`src/rtl/control_x.sv`:
```
// Execute-stage control-flow resolver.
// Decodes the instruction in X, resolves branches from the comparator flags and drives the
// fetch redirect (x_ctrl/kill_fd). A shadow FSM masks wrong-path instructions that reach X
// after a redirect, and a wrapping counter records how many redirects have issued.
module control_x #(
  parameter int unsigned SHADOW_CYCLES = 1,
  parameter int unsigned CNT_W         = 16
) (
  input  logic             clk,
  input  logic             rst,
  input  logic [31:0]      inst_x,
  input  logic             valid_x,
  input  logic             stall,
  input  logic             br_eq,
  input  logic             br_lt,
  input  logic             br_ltu,
  output logic             x_ctrl,
  output logic             kill_fd,
  output logic             kill_x,
  output logic [CNT_W-1:0] redirect_cnt
);

  localparam logic [6:0] OpBranch = 7'b1100011;
  localparam logic [6:0] OpJal    = 7'b1101111;
  localparam logic [6:0] OpJalr   = 7'b1100111;

  // Shadow length is at most 3, so a 2-bit down-counter is enough.
  localparam logic [1:0] ShadowInit = 2'(SHADOW_CYCLES);

  typedef enum logic [0:0] {StIdle, StShadow} state_e;

  state_e     state;
  logic [1:0] shadow_cnt;

  logic [6:0] opcode;
  logic [2:0] funct3;
  logic       is_branch;
  logic       is_jump;
  logic       cond;
  logic       live;
  logic       take;

  assign opcode    = inst_x[6:0];
  assign funct3    = inst_x[14:12];
  assign is_branch = (opcode == OpBranch);
  assign is_jump   = (opcode == OpJal) || (opcode == OpJalr);

  // Branch condition selected by funct3; reserved encodings never take.
  always_comb begin
    cond = 1'b0;
    case (funct3)
      3'b000:  cond = br_eq;
      3'b001:  cond = !br_eq;
      3'b100:  cond = br_lt;
      3'b101:  cond = !br_lt;
      3'b110:  cond = br_ltu;
      3'b111:  cond = !br_ltu;
      default: cond = 1'b0;
    endcase
  end

  // Redirect and kill outputs are Mealy so fetch turns around in the resolving cycle.
  always_comb begin
    live    = valid_x && (state == StIdle);
    take    = live && (is_jump || (is_branch && cond));
    x_ctrl  = take && !stall && !rst;
    kill_fd = x_ctrl;
    kill_x  = valid_x && (state == StShadow) && !rst;
  end

  // Shadow FSM: opens on a redirect, counts down on non-stalled cycles, holds on stall.
  always_ff @(posedge clk) begin
    if (rst) begin
      state      <= StIdle;
      shadow_cnt <= 2'd0;
    end else begin
      unique case (state)
        StIdle: begin
          if (x_ctrl) begin
            state      <= StShadow;
            shadow_cnt <= ShadowInit;
          end
        end
        StShadow: begin
          if (!stall) begin
            shadow_cnt <= shadow_cnt - 2'd1;
            if (shadow_cnt <= 2'd1) begin
              state <= StIdle;
            end
          end
        end
        default: begin
          state      <= StIdle;
          shadow_cnt <= 2'd0;
        end
      endcase
    end
  end

  // Redirect counter, wraps modulo 2^CNT_W.
  always_ff @(posedge clk) begin
    if (rst) begin
      redirect_cnt <= '0;
    end else if (x_ctrl) begin
      redirect_cnt <= redirect_cnt + CNT_W'(1);
    end
  end

endmodule

```
`config.mk`:
```
export PLATFORM = sky130hd
export DESIGN_NAME = control_x
export DESIGN_NICKNAME = d
export VERILOG_FILES = /design/src/rtl/control_x.sv
export SDC_FILE = /design/constraint.sdc
export NUM_CORES = 1
export LEC_CHECK = 0
export CORE_MARGIN = 8
export CORE_UTILIZATION = 34
export DETAILED_ROUTE_END_ITERATION = 8
export PLACE_DENSITY = 0.84
export SLEW_MARGIN = 20
export SYNTH_ARGS = -nofsm -noshare
export SYNTH_HDL_FRONTEND = slang
export SYNTH_SLANG_ARGS = --single-unit
export TNS_END_PERCENT = 100
```
`constraint.sdc`:
```
create_clock -name clk -period 1.7 [get_ports clk]
set_clock_uncertainty 0.05 [all_clocks]
set_input_delay 0.17 -clock clk [delete_from_list [all_inputs] [get_ports clk]]
set_output_delay 0.17 -clock clk [all_outputs]
set_load 0.01 [all_outputs]
```
Run 1, clock network drawn from the DEF:
(6 px per um)
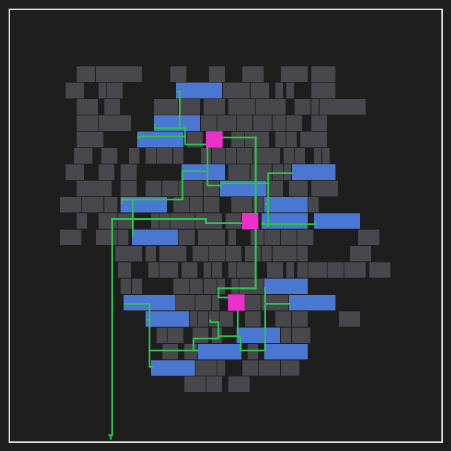
[green] clock wires | length: 263 um
[magenta] cells driving clock nets | count: 3
[blue] flip-flops | count: 19
routed clock nets	4

Run 1, routing congestion map:
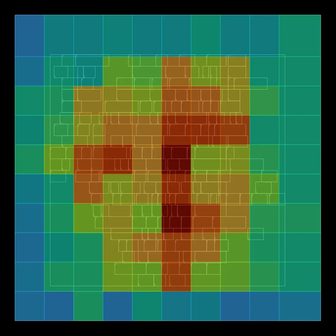
met2 GRT Util: 0.251
GRT Overall Usage: 0.139
GR met3 Demand/Resource: 0.0372

Run 1, routed metal per tile:
(4 px per um) The die is cut into 14 by 14 equal tiles; white is low, dark blue is high, scaled to the fullest tile. Values are wire area over tile area, all layers added.
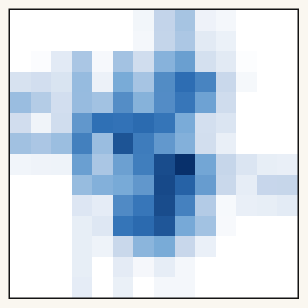
mean over tiles	0.12
nearly empty tiles	37%
densest ninth of the die	centre
DR WL/cell: 17.1 um
total via count after detailed routing: 1284
WL final: 3750 um

==> impl_metrics.env, run 1 <==
# yosys + openroad results
export IMPL_combGateArea_um2=722
export IMPL_synth_logic_top_family="simple AND/OR/NAND/NOR gates"
export IMPL_layout_comb_gates_multi_input=100
export IMPL_dr_pass1_iters=4
export IMPL_die_height_um=71.9
export IMPL_final_instance_count_excl_fill=219
export IMPL_cellLeakagePower_nw=0.639
export IMPL_grt_overflow_total=0
export IMPL_inverters_excl_clock=4
export IMPL_power_internal_w=0.000591
export IMPL_nNetsFinal=228
export IMPL_ys_sh_aoi=0.230
export IMPL_layout_cells_most_common_list="sky130_fd_sc_hd__buf_4 (21), sky130_fd_sc_hd__clkdlybuf4s50_1 (21), sky130_fd_sc_hd__a21oi_1 (17)"
export IMPL_ioPinCount=58
export IMPL_min_delay_start="rst"
export IMPL_combinationalPower_w=0.000117
export IMPL_setup_slack_ns=0.0130
export IMPL_yosys_stat_seqShare=0.358
export IMPL_clock_tree_area_fraction=0.0157
export IMPL_status="completed"
export IMPL_p_seq_w=0.000444
export IMPL_switching_share=0.261
export IMPL_place_area_um2=1530
export IMPL_power_largest_group="sequential cells"
export IMPL_finalSetupViolCount=0
export IMPL_num_rows=20
export IMPL_tritoncts_clock_tree="built"
export IMPL_hold_path_class="in2reg"
export IMPL_placer_s_final_routability_congestion_estimate=0.747
export IMPL_maxSlewViolCount=0
export IMPL_layout_core_utilization=0.583
export IMPL_cts_root_to_sink_buffers=2
export IMPL_design_area_um2=1750
export IMPL_chipWidth_um=71.9
export IMPL_worst_r2r_cell_count=4
export IMPL_vdd_ir_drop_worst_mv=0.227
export IMPL_mux_area_frac=0
export IMPL_final_nonclk_buf_share=0.313
export IMPL_crit_path_end_kind="output pin"
export IMPL_clock_latency_ns=0.32
export IMPL_postSynthRegisterBits=19
export IMPL_count_of_clock_buffers_in_the_final_design=3
export IMPL_chipArea_um2=5170
export IMPL_crit_start="br_ltu"
export IMPL_worst_ep_required_time_ns=1.48
export IMPL_ys_cells=132
export IMPL_synthArstFlopShare=0
export IMPL_crit_path_max_fanout=4
export IMPL_pre_cts_ws_ns=-0.706
export IMPL_num_antenna_cells=0
export IMPL_worstPathCellList="dlygate4sd2_1, xnor2_2, a221oi_2, a31oi_4, or2_4, inv_4, buf_6"
export IMPL_cts_made_buffers=3
export IMPL_tapCellCount=33
export IMPL_p_comb_frac=0.146
export IMPL_log_warning_count=50
export IMPL_nFlopsAndLatches=19
export IMPL_antenna_found_initial=0
export IMPL_tally_of_filler_cells_in_the_layout=248
export IMPL_route_detailed_drc=0
export IMPL_simple_gate_share=0.311
export IMPL_post_cts_hold_buffer_count=0
export IMPL_grt_first_pass_wirelength_um=5790
export IMPL_power_density_cell_area_nw_per_um2=457
export IMPL_power_total_w=0.000800
export IMPL_number_of_global_route_vias_before_repair=1248
export IMPL_destination_of_the_worst_hold_path="redirect_cnt[2]$_SDFFE_PP0P_"
export IMPL_worst_ep_arrival_time_ns=1.47
export IMPL_crit_path_max_incr_delay_ns=0.30
export IMPL_power_share_sequential=0.554
export IMPL_critPathTopFamily="AND-OR/OR-AND gates"
export IMPL_cts_resized=33
export IMPL_sh_seq_area=0.226
export IMPL_reg2reg_setup_slack_ns=0.03
export IMPL_xor_area_frac=0.0247
export IMPL_switchingPower_w=0.000209
export IMPL_fp_coreArea_um2=3000
export IMPL_critPathKind="in2out"
export IMPL_number_of_violations_of_the_max_capacitance_limit=0
export IMPL_critical_path_slowest_cell="sky130_fd_sc_hd__a221oi_2"
export IMPL_r2r_start="redirect_cnt[2]$_SDFFE_PP0P_"
export IMPL_clkSlewWorstSetupHoldPaths_ns=0.12
export IMPL_power_clock_w=0.000240
==> run 1: worst register-to-register path, cell delays in order, from the launching register on <==
cell                      delay [ns]
sky130_fd_sc_hd__dfxtp_2        0.35
sky130_fd_sc_hd__nand4_1        0.23
sky130_fd_sc_hd__or3_4          0.41
sky130_fd_sc_hd__or4_4          0.43
sky130_fd_sc_hd__a21oi_2        0.13
==> run 1: layer usage <==
layer | GRT usage | up-vias | share of wire | wire length (um)
li1 | - | 612 | - | -
met1 | 0.140 | 602 | 0.38 | 1420
met2 | 0.251 | 57 | 0.52 | 1960
met3 | 0.0372 | 13 | 0.068 | 257
met4 | 0.0839 | 0 | 0.032 | 119
met5 | 0 | - | 0 | 0
==> run 1: cells in the mapped netlist (2+ instances only) <==
cell,count,area share
sky130_fd_sc_hd__and2_1,2,0.012
sky130_fd_sc_hd__or4_1,14,0.099
sky130_fd_sc_hd__ha_1,2,0.024
sky130_fd_sc_hd__a21oi_1,19,0.090
sky130_fd_sc_hd__or3_1,2,0.012
sky130_fd_sc_hd__dfxtp_1,19,0.36
sky130_fd_sc_hd__nor2_1,9,0.032
sky130_fd_sc_hd__nand3_1,6,0.028
sky130_fd_sc_hd__xnor2_1,3,0.025
sky130_fd_sc_hd__or2_2,2,0.012
sky130_fd_sc_hd__clkbuf_1,5,0.018
sky130_fd_sc_hd__buf_2,2,0.0094
sky130_fd_sc_hd__inv_1,4,0.014
sky130_fd_sc_hd__o21ai_0,3,0.014
sky130_fd_sc_hd__nand2_1,6,0.021
sky130_fd_sc_hd__nand4_1,6,0.035
sky130_fd_sc_hd__o31ai_1,14,0.099
==> run 1: flip-flops by register name, indices dropped and copies added (netlist names) <==
name / flops
shadow_cnt: 2
redirect_cnt: 16
state: 1
## Run 2: what changed since run 1
--- a/config.mk
+++ b/config.mk
@@ -5,6 +5,7 @@
 export SDC_FILE = /design/constraint.sdc
 export NUM_CORES = 1
 export LEC_CHECK = 0
+export CAP_MARGIN = 20
 export CORE_MARGIN = 8
 export CORE_UTILIZATION = 34
 export DETAILED_ROUTE_END_ITERATION = 8
Run 2, clock network drawn from the DEF:
(6 px per um)
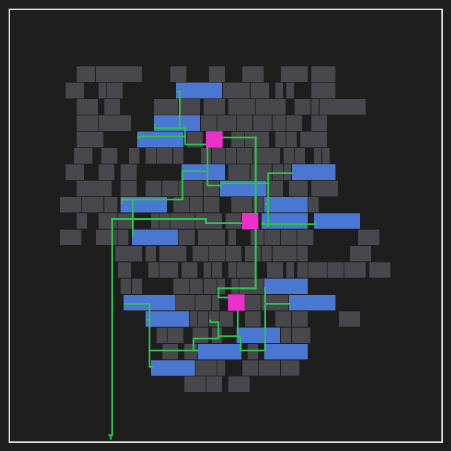
[magenta] cells driving clock nets | count: 3
[blue] flip-flops | count: 19
[green] clock wires | length: 263 um
routed clock nets	4

Run 2, I/O nets highlighted:
(6 px per um)
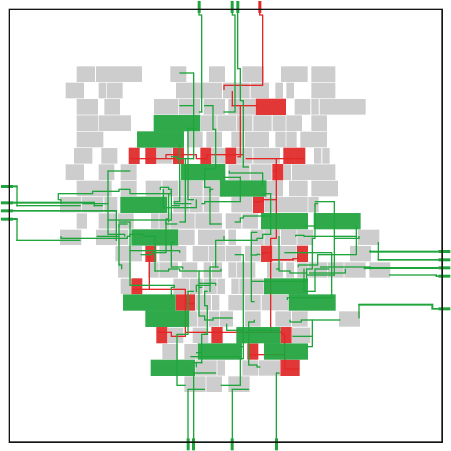
colour	port	bits	direction	edge	end cells	buffers	wire
green	`redirect_cnt`	16	output	5 east, 4 west, 4 south, 3 north	16	23	847 um
red	`rst`	1	input	north	20	2	169 um
num ports: 58
buffers added on ports: 35

==> run 2 against run 1 <==
  * Critical path depth unchanged
  * Largest power group unchanged
  * Count of clock-buffer cells in the layout did not move
  * Via count unchanged
  * Critical endpoint unchanged
  * Clock power about the same
  * Design area unchanged
  * Final cell count stayed put
  * Area after synthesis did not move
  * First-iteration DRC count stayed put
  * Hold slack unchanged
  * Total power stayed put
==> impl_metrics.env, run 2 <==
# yosys + openroad results
export IMPL_status="completed"
export IMPL_dp_cells=206
export IMPL_avgSynthCellArea_um2=8.05
export IMPL_tally_of_filler_cells_in_the_layout=248
export IMPL_grt_first_pass_wirelength_um=5790
export IMPL_crit_path_end_kind="output pin"
export IMPL_xor_area_frac=0.0247
export IMPL_tritoncts_clock_tree="built"
export IMPL_power_total_w=0.000800
export IMPL_clock_latency_ns=0.32
export IMPL_num_rows=20
export IMPL_tightestPinTransition_ns=0.283
export IMPL_cell_area_leaders="sky130_fd_sc_hd__dfxtp_1 (36%), sky130_fd_sc_hd__o31ai_1 (9.9%), sky130_fd_sc_hd__or4_1 (9.9%)"
export IMPL_numClockSinks=19
export IMPL_route_detailed_drc=0
export IMPL_place_area_um2=1530
export IMPL_synth_nets=173
export IMPL_wl_per_cell_um=17.1
export IMPL_crit_path_max_fanout=4
export IMPL_yosys_area_top_type_share=0.358
export IMPL_synth_largest_area_cell="sky130_fd_sc_hd__dfxtp_1"
export IMPL_slew_headroom=0.810
export IMPL_nNetsFinal=228
export IMPL_worst_setup_path_start_kind="input pin"
export IMPL_cts_root_buffer_cell="sky130_fd_sc_hd__clkbuf_4"
export IMPL_place_detailed_hpwl_um=2400
export IMPL_postSynthRegisterBits=19
export IMPL_count_of_library_flops_with_an_enable_pin=0
export IMPL_critPathKind="in2out"
export IMPL_adder_area_share=0.0236
export IMPL_fp_coreArea_um2=3000
export IMPL_crit_path_max_incr_delay_ns=0.30
export IMPL_antenna_left=0
export IMPL_clkSlewWorstSetupHoldPaths_ns=0.12
export IMPL_seq_area_um2=395
export IMPL_critical_path_slowest_cell="sky130_fd_sc_hd__a221oi_2"
export IMPL_cts_made_buffers=3
export IMPL_largest_register_ff_count=16
export IMPL_drt_initial_drc_count=102
export IMPL_antenna_found_initial=0
export IMPL_synthDistinctLibCells=31
export IMPL_cellLeakagePower_nw=0.639
export IMPL_core_util_floorplan=0.354
export IMPL_yosys_area_um2=1060
export IMPL_h_tree_levels=1
export IMPL_hold_path_class="in2reg"
export IMPL_mux_area_frac=0
export IMPL_post_drt_via_cell_ratio=5.86
export IMPL_layout_cells_most_common_list="sky130_fd_sc_hd__buf_4 (21), sky130_fd_sc_hd__clkdlybuf4s50_1 (21), sky130_fd_sc_hd__a21oi_1 (17)"
export IMPL_synth_logic_top_family="simple AND/OR/NAND/NOR gates"
export IMPL_power_density_cell_area_nw_per_um2=457
export IMPL_final_hold_violation_count=0
export IMPL_ys_cells=132
export IMPL_yosys_warnings=0
export IMPL_vdd_ir_drop_worst_mv=0.227
export IMPL_critPathTopFamily="AND-OR/OR-AND gates"
export IMPL_maxSlewViolCount=0
export IMPL_critPathBufInv=3
export IMPL_combGateArea_um2=722
export IMPL_chipArea_um2=5170
export IMPL_yosys_stat_seqShare=0.358
export IMPL_regMostFlops="redirect_cnt"
export IMPL_grt_overflow_total=0
export IMPL_number_of_global_route_vias_before_repair=1248
export IMPL_dr_pass1_iters=4
export IMPL_layout_top_registers="redirect_cnt: 16 flops, shadow_cnt: 2 flops, state: 1 flops"
export IMPL_design_area_um2=1750
export IMPL_cts_resized=33
export IMPL_worstPathCellList="dlygate4sd2_1, xnor2_2, a221oi_2, a31oi_4, or2_4, inv_4, buf_6"
export IMPL_grt_total_usage=0.139
export IMPL_cts_root_to_sink_buffers=2
export IMPL_synthArstFlopShare=0
export IMPL_log_warning_count=50
export IMPL_post_cts_hold_buffer_count=0
export IMPL_period_needed_ns=1.69
export IMPL_number_of_violations_of_the_max_capacitance_limit=0
export IMPL_synthCells=132
export IMPL_die_height_um=71.9
export IMPL_drive_above_1_share=0.328
export IMPL_worst_ep_arrival_time_ns=1.47
export IMPL_placer_s_final_routability_congestion_estimate=0.747
export IMPL_detailroute_via_count=1284
export IMPL_ys_sh_aoi=0.230
export IMPL_ys_top_cells_by_count="sky130_fd_sc_hd__a21oi_1 (19), sky130_fd_sc_hd__dfxtp_1 (19), sky130_fd_sc_hd__o31ai_1 (14), sky130_fd_sc_hd__or4_1 (14), sky130_fd_sc_hd__nor2_1 (9)"
export IMPL_grt_start_max_net_pins=20
export IMPL_yosys_most_used_dff="sky130_fd_sc_hd__dfxtp_1"
export IMPL_area_delta_synth_final_pct=64.9
export IMPL_simple_gate_share=0.311
export IMPL_rsz_0062_raised_after_global_routing="true"
export IMPL_fin_tns_setup_ns=0
export IMPL_post_cts_setup_buffer_count=4
export IMPL_num_antenna_cells=0
export IMPL_period_utilisation_layout=0.992
export IMPL_achievable_frequency_mhz=593
export IMPL_chipWidth_um=71.9
export IMPL_final_instance_count_excl_fill=219
export IMPL_worst_ep_required_time_ns=1.48
export IMPL_finalSetupViolCount=0
export IMPL_drt_total_wl_um=3750
export IMPL_synth_cell_area_um2=1060
## run 2: cell counts after synthesis
No cell type changed its count.
## run 2: per-layer routing
| layer | share of wire | track usage | vias up |
|---|---|---|---|
| met3 | 0.068 | 0.0372 | 13 |
| met2 | 0.52 | 0.251 | 57 |
| li1 | - | - | 612 |
| met5 | 0 | 0 | - |
| met1 | 0.38 | 0.140 | 602 |
| met4 | 0.032 | 0.0839 | 0 |
## run 2: per-stage QoR
step | hold WS (ns) | utilization | setup slack [ns]
6_report | 0.250 | 0.583 | 0.0130
5_1_grt | 0.278 | 0.583 | -0.0396
4_1_cts | 0.436 | 0.557 | -0.0918
3_5_place_dp | 0.422 | 0.511 | -0.706
3_3_place_gp | 0.412 | 0.511 | -0.659
2_1_floorplan | 0.336 | - | 0.0348
## run 2: worst paths after layout
kind / from / endpoint / slack [ns] / cells past startpoint
worst max-delay path: br_ltu / kill_fd / 0.01 / 7
worst min-delay path: rst / redirect_cnt[2]$_SDFFE_PP0P_ / 0.25 / 3
worst max register to register: redirect_cnt[2]$_SDFFE_PP0P_ / redirect_cnt[10]$_SDFFE_PP0P_ / 0.03 / 4
worst min register to register: redirect_cnt[15]$_SDFFE_PP0P_ / redirect_cnt[15]$_SDFFE_PP0P_ / 0.44 / 2
## run 2: layout make-up
type / instances / area share
clock buffer: 3 / 0.0129
clock inverter: 1 / 0.00286
sequential: 19 / 0.226
tap: 33 / 0.0236
inverter: 4 / 0.0100
timing repair buffer: 59 / 0.313
multi-input combinational: 100 / 0.412
## run 2: report_power, final
| group | switching [W] | internal [W] |
|---|---|---|
| logic | 0.0000570 | 0.0000597 |
| registers | 0.000000217 | 0.000443 |
| clock network | 0.000152 | 0.0000881 |
| total | 0.000209 | 0.000591 |
## Run 3: what changed since run 2
--- a/config.mk
+++ b/config.mk
@@ -8,6 +8,7 @@
 export CAP_MARGIN = 20
 export CORE_MARGIN = 8
 export CORE_UTILIZATION = 34
+export CTS_CLUSTER_SIZE = 24
 export DETAILED_ROUTE_END_ITERATION = 8
 export PLACE_DENSITY = 0.84
 export SLEW_MARGIN = 20
Run 3, routed metal per tile:
(4 px per um) The die is cut into 14 by 14 equal tiles; white is low, dark blue is high, scaled to the fullest tile. Values are wire area over tile area, all layers added.
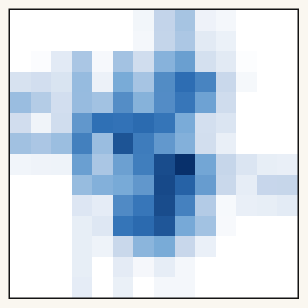
densest ninth of the die	centre
tiles over half the peak	18%
nearly empty tiles	37%
fullest tile	0.54

Run 3, I/O nets highlighted:
(6 px per um)
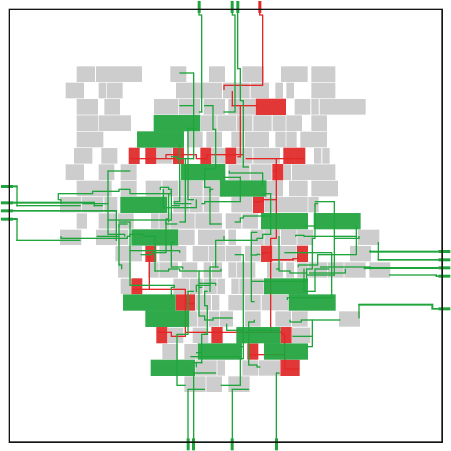
colour	port	bits	direction	edge	end cells	buffers	wire
green	`redirect_cnt`	16	output	5 east, 4 west, 4 south, 3 north	16	23	847 um
red	`rst`	1	input	north	20	2	169 um

==> run 3 against run 2 <==
  * Sequential share of layout area did not move
  * Core utilization did not move
  * Highest routed layer unchanged
  * Non-clock buffer count stayed put
  * Die size unchanged
==> impl_metrics.env, run 3 <==
# yosys + openroad results
export IMPL_status="completed"
export IMPL_place_area_um2=1530
export IMPL_use_met3=0.0372
export IMPL_drt_total_wl_um=3750
export IMPL_grt_total_usage=0.139
export IMPL_place_detailed_hpwl_um=2400
export IMPL_yosys_stat_seqShare=0.358
export IMPL_yosys_area_um2=1060
export IMPL_num_rows=20
export IMPL_number_of_violations_of_the_max_capacitance_limit=0
export IMPL_met3RoutedLength_um=257
export IMPL_critPathBufInv=3
export IMPL_maxSlewViolCount=0
export IMPL_slew_headroom=0.810
export IMPL_synthDistinctLibCells=31
export IMPL_power_total_w=0.000800
export IMPL_chipArea_um2=5170
export IMPL_wirelength_met1_um=1420
export IMPL_number_of_global_route_vias_before_repair=1248
export IMPL_routed_met2_length_um=1960
export IMPL_dp_cells=206
export IMPL_antenna_left=0
export IMPL_power_density_cell_area_nw_per_um2=457
export IMPL_tritoncts_clock_tree="built"
export IMPL_crit_path_max_fanout=4
export IMPL_clock_latency_ns=0.32
export IMPL_crit_path_end_kind="output pin"
export IMPL_fp_coreArea_um2=3000
export IMPL_yosys_warnings=0
export IMPL_post_drt_via_cell_ratio=5.86
export IMPL_chipWidth_um=71.9
export IMPL_drive_above_1_share=0.328
export IMPL_count_of_library_flops_with_an_enable_pin=0
export IMPL_achievable_frequency_mhz=593
export IMPL_synth_nets=173
export IMPL_synthArstFlopShare=0
export IMPL_detailroute_via_count=1284
export IMPL_critPathKind="in2out"
export IMPL_pre_cts_ws_ns=-0.706
export IMPL_combGateArea_um2=722
export IMPL_avgSynthCellArea_um2=8.05
export IMPL_hold_path_class="in2reg"
export IMPL_ys_cells=132
export IMPL_antenna_found_initial=0
export IMPL_tightestPinTransition_ns=0.283
export IMPL_worstPathCellList="dlygate4sd2_1, xnor2_2, a221oi_2, a31oi_4, or2_4, inv_4, buf_6"
export IMPL_worst_ep_arrival_time_ns=1.47
export IMPL_clkSlewWorstSetupHoldPaths_ns=0.12
export IMPL_h_tree_levels=1
export IMPL_worst_ep_required_time_ns=1.48
export IMPL_placer_s_final_routability_congestion_estimate=0.747
export IMPL_route_detailed_drc=0
export IMPL_dr_pass1_iters=4
export IMPL_cell_area_leaders="sky130_fd_sc_hd__dfxtp_1 (36%), sky130_fd_sc_hd__o31ai_1 (9.9%), sky130_fd_sc_hd__or4_1 (9.9%)"
export IMPL_final_instance_count_excl_fill=219
export IMPL_worst_setup_path_start_kind="input pin"
export IMPL_synth_cell_area_um2=1060
export IMPL_regMostFlops="redirect_cnt"
export IMPL_area_delta_synth_final_pct=64.9
export IMPL_gr_usage_met1=0.140
export IMPL_ioPinCount=58
export IMPL_routed_top_layer="met4"
export IMPL_grt_overflow_total=0
export IMPL_grt_start_max_net_pins=20
export IMPL_grtUsageMet2=0.251
export IMPL_timing_hold_ws_ns=0.250
export IMPL_final_hold_violation_count=0
export IMPL_crit_path_max_incr_delay_ns=0.30
export IMPL_synthCells=132
export IMPL_numClockSinks=19
export IMPL_wl_per_cell_um=17.1
export IMPL_seq_area_um2=395
export IMPL_yosys_most_used_dff="sky130_fd_sc_hd__dfxtp_1"
export IMPL_layout_top_registers="redirect_cnt: 16 flops, shadow_cnt: 2 flops, state: 1 flops"
export IMPL_port_buffer_count=35
export IMPL_num_antenna_cells=0
export IMPL_grt_first_pass_wirelength_um=5790
export IMPL_drt_initial_drc_count=102
export IMPL_tally_of_filler_cells_in_the_layout=248
export IMPL_post_cts_hold_buffer_count=0
export IMPL_cellLeakagePower_nw=0.639
export IMPL_period_needed_ns=1.69
export IMPL_cts_made_buffers=3
export IMPL_ys_top_cells_by_count="sky130_fd_sc_hd__a21oi_1 (19), sky130_fd_sc_hd__dfxtp_1 (19), sky130_fd_sc_hd__o31ai_1 (14), sky130_fd_sc_hd__or4_1 (14), sky130_fd_sc_hd__nor2_1 (9)"
export IMPL_largest_register_ff_count=16
export IMPL_rsz_0062_raised_after_global_routing="true"
export IMPL_cts_root_to_sink_buffers=2
export IMPL_nNetsFinal=228
export IMPL_design_area_um2=1750
export IMPL_finalSetupViolCount=0
export IMPL_cts_root_buffer_cell="sky130_fd_sc_hd__clkbuf_4"
export IMPL_layout_core_utilization=0.583
export IMPL_critPathTopFamily="AND-OR/OR-AND gates"
export IMPL_core_util_floorplan=0.354
export IMPL_busiest_layer="met2"
export IMPL_synth_largest_area_cell="sky130_fd_sc_hd__dfxtp_1"
export IMPL_critical_path_slowest_cell="sky130_fd_sc_hd__a221oi_2"
export IMPL_yosys_area_top_type_share=0.358
export IMPL_fin_tns_setup_ns=0
export IMPL_layout_cells_most_common_list="sky130_fd_sc_hd__buf_4 (21), sky130_fd_sc_hd__clkdlybuf4s50_1 (21), sky130_fd_sc_hd__a21oi_1 (17)"
export IMPL_die_height_um=71.9
export IMPL_postSynthRegisterBits=19
export IMPL_period_utilisation_layout=0.992
export IMPL_setup_slack_ns=0.0130
export IMPL_vdd_ir_drop_worst_mv=0.227
export IMPL_log_warning_count=50
-- run 3: cells by family after synthesis --
kind of cell,after synthesis,synth area share
adder cells (fa/ha/maj),2,0.0236
AND-OR/OR-AND,39,0.230
buffers and inverters,13,0.0530
XOR/XNOR,3,0.0247
AND/OR/NAND/NOR,56,0.311
flip-flops,19,0.358
-- run 3: worst paths after layout --
| kind | startpoint | endpoint | slack (ns) | cells past startpoint |
|---|---|---|---|---|
| worst max register to register | redirect_cnt[2]$_SDFFE_PP0P_ | redirect_cnt[10]$_SDFFE_PP0P_ | 0.03 | 4 |
| worst min-delay path | rst | redirect_cnt[2]$_SDFFE_PP0P_ | 0.25 | 3 |
| worst max-delay path | br_ltu | kill_fd | 0.01 | 7 |
| worst min register to register | redirect_cnt[15]$_SDFFE_PP0P_ | redirect_cnt[15]$_SDFFE_PP0P_ | 0.44 | 2 |
-- run 3: layout make-up --
cell class,count,share of cell area
clock buffers,3,0.0129
clock inverters,1,0.00286
inverters,4,0.0100
multi-input cells,100,0.412
flip-flops and latches,19,0.226
well taps,33,0.0236
repair buffers,59,0.313
-- run 3: power by group --
part	total [W]	internal (W)	switching, W
registers	0.000444	0.000443	0.000000217
logic	0.000117	0.0000597	0.0000570
clock network	0.000240	0.0000881	0.000152
total	0.000800	0.000591	0.000209
-- run 3: timing repair --
| action | CTS | global route |
|---|---|---|
| setup buffers | 4 | 2 |
| resized | 33 | 25 |
| cloned | 3 | 0 |
| pin swaps | 6 | 11 |
| endpoints found under the setup margin | 18 | 19 |
-- run 3: worst min-delay path: cells and delay by family --
kind	cells	cell delay [ns]
buffers and inverters	2	0.36
AND-OR/OR-AND	1	0.06
Power figures rest on the tool's default switching activity, not on a simulated workload.
